Run 1, cell classes on the final placement:
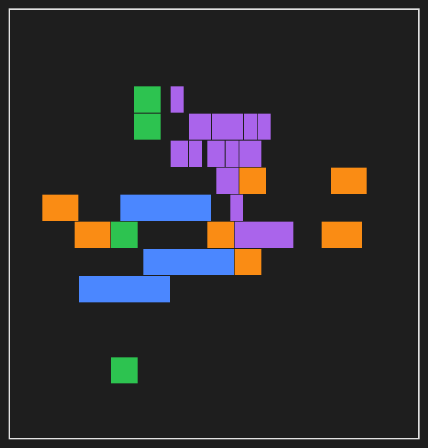
Run 1, cells by drive strength:
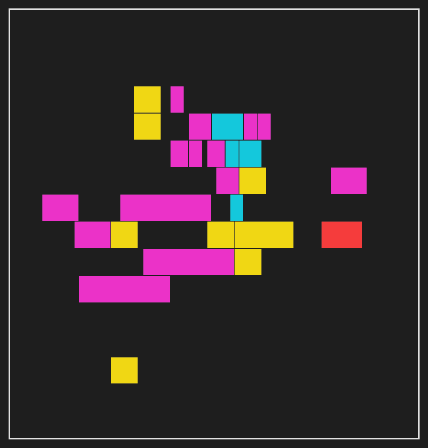
Run 1, port wiring:
Scale bar: 10 um.
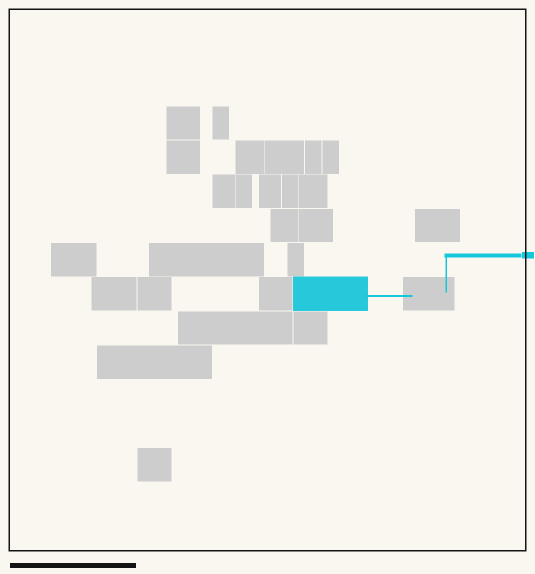
===== config.mk =====
export PLATFORM = sky130hd
export DESIGN_NAME = fsm_moore
export DESIGN_NICKNAME = d
export VERILOG_FILES = /design/src/rtl/fsm_moore.sv
export SDC_FILE = /design/constraint.sdc
export NUM_CORES = 1
export LEC_CHECK = 0
export ABC_AREA = 1
export CAP_MARGIN = 5
export CORE_AREA = 2 2 39 41
export CTS_BUF_LIST = sky130_fd_sc_hd__clkbuf_4 sky130_fd_sc_hd__clkbuf_8
export CTS_CLUSTER_SIZE = 40
export DETAILED_ROUTE_END_ITERATION = 7
export DIE_AREA = 0 0 41 43
export GPL_ROUTABILITY_DRIVEN = 0
export GPL_TIMING_DRIVEN = 1
export PLACE_DENSITY = 0.3
export SETUP_SLACK_MARGIN = 0.02
export SYNTH_ARGS = -nofsm -noshare
export SYNTH_HDL_FRONTEND = slang
export SYNTH_SLANG_ARGS = --single-unit
export TNS_END_PERCENT = 1

===== constraint.sdc =====
create_clock -name clk -period 1 [get_ports clk]
set_clock_uncertainty 0.1 [all_clocks]
set_input_delay 0.15 -clock clk [delete_from_list [all_inputs] [get_ports clk]]
set_output_delay 0.15 -clock clk [all_outputs]
set_load 0.02 [all_outputs]

===== src/rtl/fsm_moore.sv =====
// Moore detector for the serial pattern 1-0-1-0 (first bit received first), overlap selectable.
// Latency: out rises one cycle after the edge that samples the final 0; registered state only.
// Backpressure: none; bit_in is consumed on every rising clk edge.
//
// Ports:
//   clk    - single clock, all state updates on its rising edge
//   rst_n  - asynchronous active-low reset, forces S0 / out=0 immediately
//   bit_in - serial data bit, sampled every rising edge
//   out    - detect flag, high only while the machine sits in S4
//
// Parameter:
//   OVERLAP - 1: a detection's trailing "10" may start the next match
//             0: after a detection matching restarts from scratch
module fsm_moore #(
  parameter int OVERLAP = 1
) (
  input  logic clk,
  input  logic rst_n,
  input  logic bit_in,
  output logic out
);

  // Each state names the longest prefix of 1010 that ends the received stream.
  typedef enum logic [2:0] {
    S0 = 3'd0,  // no prefix
    S1 = 3'd1,  // "1"
    S2 = 3'd2,  // "10"
    S3 = 3'd3,  // "101"
    S4 = 3'd4   // "1010" complete
  } state_t;

  state_t state;
  state_t state_d;

  // The state register is the only storage in the block.
  always_ff @(posedge clk or negedge rst_n) begin
    if (!rst_n) begin
      state <= S0;
    end else begin
      state <= state_d;
    end
  end

  always_comb begin
    state_d = S0;
    case (state)
      S0: state_d = bit_in ? S1 : S0;
      // A repeated 1 is still a valid one-bit prefix.
      S1: state_d = bit_in ? S1 : S2;
      // "100" shares no prefix with 1010, so fall all the way back.
      S2: state_d = bit_in ? S3 : S0;
      // "1011" keeps only its last "1" as a usable prefix.
      S3: state_d = bit_in ? S1 : S4;
      S4: begin
        if (bit_in) begin
          // With overlap the trailing "10" of the match plus this 1 is "101".
          state_d = (OVERLAP != 0) ? S3 : S1;
        end else begin
          state_d = S0;
        end
      end
      // Encodings 5..7 are unreachable; recover to idle if ever seen.
      default: state_d = S0;
    endcase
  end

  // Pure function of the registered state: no path from bit_in.
  assign out = (state == S4);

endmodule


==> GITHUB_STEP_SUMMARY <==
## PnR job results

| Metric | Value |
|---|---|
| Top Family by Delay on Critical Path | `flip-flops` |
| Yosys Chip Area | `136.4 um^2` |
| Final tally of max-slew violations | `0` |
| Overflow after GRT | `0` |
| Time the final worst path needs with I/O delays and setup | `1.194 ns` |
| Hold WC Path Type | `input port to register` |
| Clock slew at the register clock pins of the worst setup and hold paths | `0.04 ns` |
| Max Freq | `0.8375 GHz` |
| Number of instances in the placed design | `38` |
| Worst supply voltage drop on vdd | `0.0004538 V` |
| Minimum setup slack in the final design | `-0.1940 ns` |
| Ratio of cells with drive above 1 in the final layout | `48.15%` |
| Count of cell types in the netlist | `10` |
| Number of inserted filler cells in the final layout | `158` |
| Leakage power figure | `0.1268 nW` |
| Startpoint of the most critical hold path | `bit_in` |
| Routing usage on met2 | `5.625%` |
| RSZ-0062 raised after global routing | `yes` |
| Share of synthesized registers carrying an async set or reset | `100.0%` |
| List of cells traversed by the critical path | `nor3_4, buf_6` |
| Combinational cell area excluding buffers and inverters | `65.06 um^2` |
| Vertical die dimension | `43 um` |
| Library cell with the largest summed area after synthesis | `dfrtp_1` |
| Share of cell area taken by muxes after synthesis | `0%` |
| Register name with the most flops | `state` |
| Endpoint of the worst hold-timing path | `state[1]` |
| Count of antenna diodes in the layout | `0` |
| Met3 global-route usage | `1.571%` |
| Met2 Wirelength | `169 um` |
| Via count | `137` |
| Skew-Pair Late Insertion Delay | `0.23 ns` |
| Pin count of the biggest net entering global routing | `5` |
| Required time of the worst setup path | `0.75 ns` |
| Clk buf depth | `2` |
| Endpoint of the worst register-to-register path | `state[0]` |
| Most Used Layer, Global Route | `met4` |
| Violations in the final reports | `setup timing` |
| Buf+Inv Stages, Crit Path | `1` |
| Final setup violation count | `3` |
| Number of max-capacitance violations reported | `0` |
| Count of unresolved DRC violations after routing | `0` |
| Highest Signal Layer | `met3` |
| Antenna viol nets, final | `0` |
| Most used standard cells in the synthesized netlist | `dfrtp_1, nand2_1, inv_1, nand3_1` |
| Die area | `1763 um^2` |
| Ratio of routed vias to standard cells | `3.186` |
| XOR/XNOR share of the synthesized area | `0%` |
| 1st-pass router iterations | `2` |
| CTS tree | `built` |
| Delay of the slowest critical-path stage | `0.39 ns` |
| Final Instance Area | `265.3 um^2` |
| Post-Synth Adder-Cell Area | `0%` |
| Share of synthesized cell area in and, or, nand and nor gates | `33.03%` |
| Gr usage total | `4.632%` |
| Setup crit end | `out` |
| Number of cells produced by synthesis | `16` |
| Sequential-to-total area share from yosys stat | `55.05%` |
| Dominant combinational family | `simple AND/OR/NAND/NOR gates` |
| Dominant register cell | `dfrtp_1` |
| Hold-critical path depth | `3` |
| Number of antenna violations at the first check in global routing | `0` |
| Non-filler cells in the finished layout | `43` |
| Number of warnings reported in the yosys synthesis log | `0` |
| Reg2Reg Depth | `3` |
| Post-cts gate resize count | `7` |
| Wire length per cell after detailed routing | `7.767 um` |
| Seq. cell area | `75.07 um^2` |
| Setup total negative slack | `-0.1991 ns` |
| Starting DRT DRC Count | `1` |
| Net count, final | `31` |
| Number of sinks handled by clock tree synthesis | `3` |
| Horizontal die size | `41 um` |
| Maximum fanout count along the critical path | `2` |
| Max-slew headroom | `90.06%` |
| Clock buffers created by TritonCTS | `3` |
| Nets at Floorplan | `19` |
| Total number of warnings across the stage logs | `28` |
| Std-Cell Core Area | `1384 um^2` |
| Mean instance size in the synthesized netlist | `8.524 um^2` |
| Post-DP HPWL | `253.5 um` |
| Flip-flop count of the largest register, all copies and words added | `3` |
| Largest registers | `state (3)` |
| Total power per unit cell area | `1659 nW/um^2` |
| Crit end category | `primary output` |
| Cell count listed in synth_stat.txt | `16` |
| Slowest CP cell | `dfrtp_1` |
| Flop-to-flop setup slack | `0 ns` |
| Top area cells in the synthesized netlist | `dfrtp_1, nand2_1, nand3_1, inv_1, and2_1` |
| CTS Hold Bufs | `1` |
| Number of enable-type register cells in the synthesized netlist | `0` |
| Worst endpoint data arrival time | `0.94 ns` |
| Post-Route WL | `334 um` |
| Global-route wire length before repair | `469 um` |
| Post-synthesis cell area | `136.4 um^2` |
| Result of the run | `finished with violations` |
| Worst setup SP type | `register` |
| Hold slack final | `0.4666 ns` |
| Final period utilization | `119.4%` |
| Routed met1 length | `136 um` |
| Vias in the first global route | `133` |
| CP Launch Point | `state[1]` |
| Effective utilization at floorplan | `9.855%` |
| Met3 WL | `27 um` |
| Post-synth top area share | `55.05%` |
| Hold Violations, Final | `0` |
| Flops & latches, synth | `3` |
| Transition time at the pin with the least slew margin | `0.1487 ns` |
| Total setup buffers inserted after CTS | `0` |
| GR Util met1 | `4.221%` |
| Cell at the root of the clock tree | `clkbuf_4` |
| Clock H-tree levels | `1` |
| Total number of cells along the worst setup path | `2` |
| Power Total | `0.4400 mW` |
| Area share of and-or/or-and cells after synthesis | `3.670%` |
| CP Class | `register to primary output` |
| R2r startpoint | `state[1]` |
| Worst slack after detailed placement | `-0.4228 ns` |
| Synth-to-layout area growth | `94.49%` |
| Post-placement cell area | `220.2 um^2` |
About 'cell classes on the final placement':
Green shows clock drivers and dummy loads, cells 4. Purple shows combinational and other logic, cells 13. Blue shows flops, cells 3. Orange shows other buffers and delay cells, cells 7.
flop share of the area: 28.30%
Util after Layout: 19.17%
standard-cell row count: 14

About 'cells by drive strength':
Red shows _6 and larger, cells 1, share 3.7%. Magenta shows _0 and _1 cells, cells 14, share 52%. Yellow shows _3 and _4 cells, cells 8, share 30%. Cyan shows _2 cells, cells 4, share 15%.

About 'port wiring':
Cyan shows out, direction output, edge right, end cells 1, wire 12.4 um.
number of I/O pins: 4
tally of buffers added on design ports: 3

## run 1: placed cells by master, fill, tap and decap left out, types with 2 or more instances in the layout
cell and count:
nand2_1 3, clkbuf_4 4, dfrtp_1 3, clkdlybuf4s50_1 2, buf_4 3, nand3_1 2, inv_2 2
## run 1: report_power, final
part           switching [mW]  total, mW  internal, mW
Clock                  0.0612      0.238         0.176
Combinational          0.0286     0.0617        0.0330
Sequential            0.00916      0.141         0.132
## run 1: worst min-delay path, cell delays in order
cell	delay (ns)
clkdlybuf4s50_1	0.45
nand3_1	0.10
nand2_1	0.05
## run 1: layout make-up
class,instances,share of cell area (%)
flip-flops and latches,3,28.30
multi-input cells,10,24.53
repair buffers,7,24.06
clock buffers,4,11.32
well taps,16,7.547
inverters,3,4.245
Power is estimated from default activity; no workload was simulated.
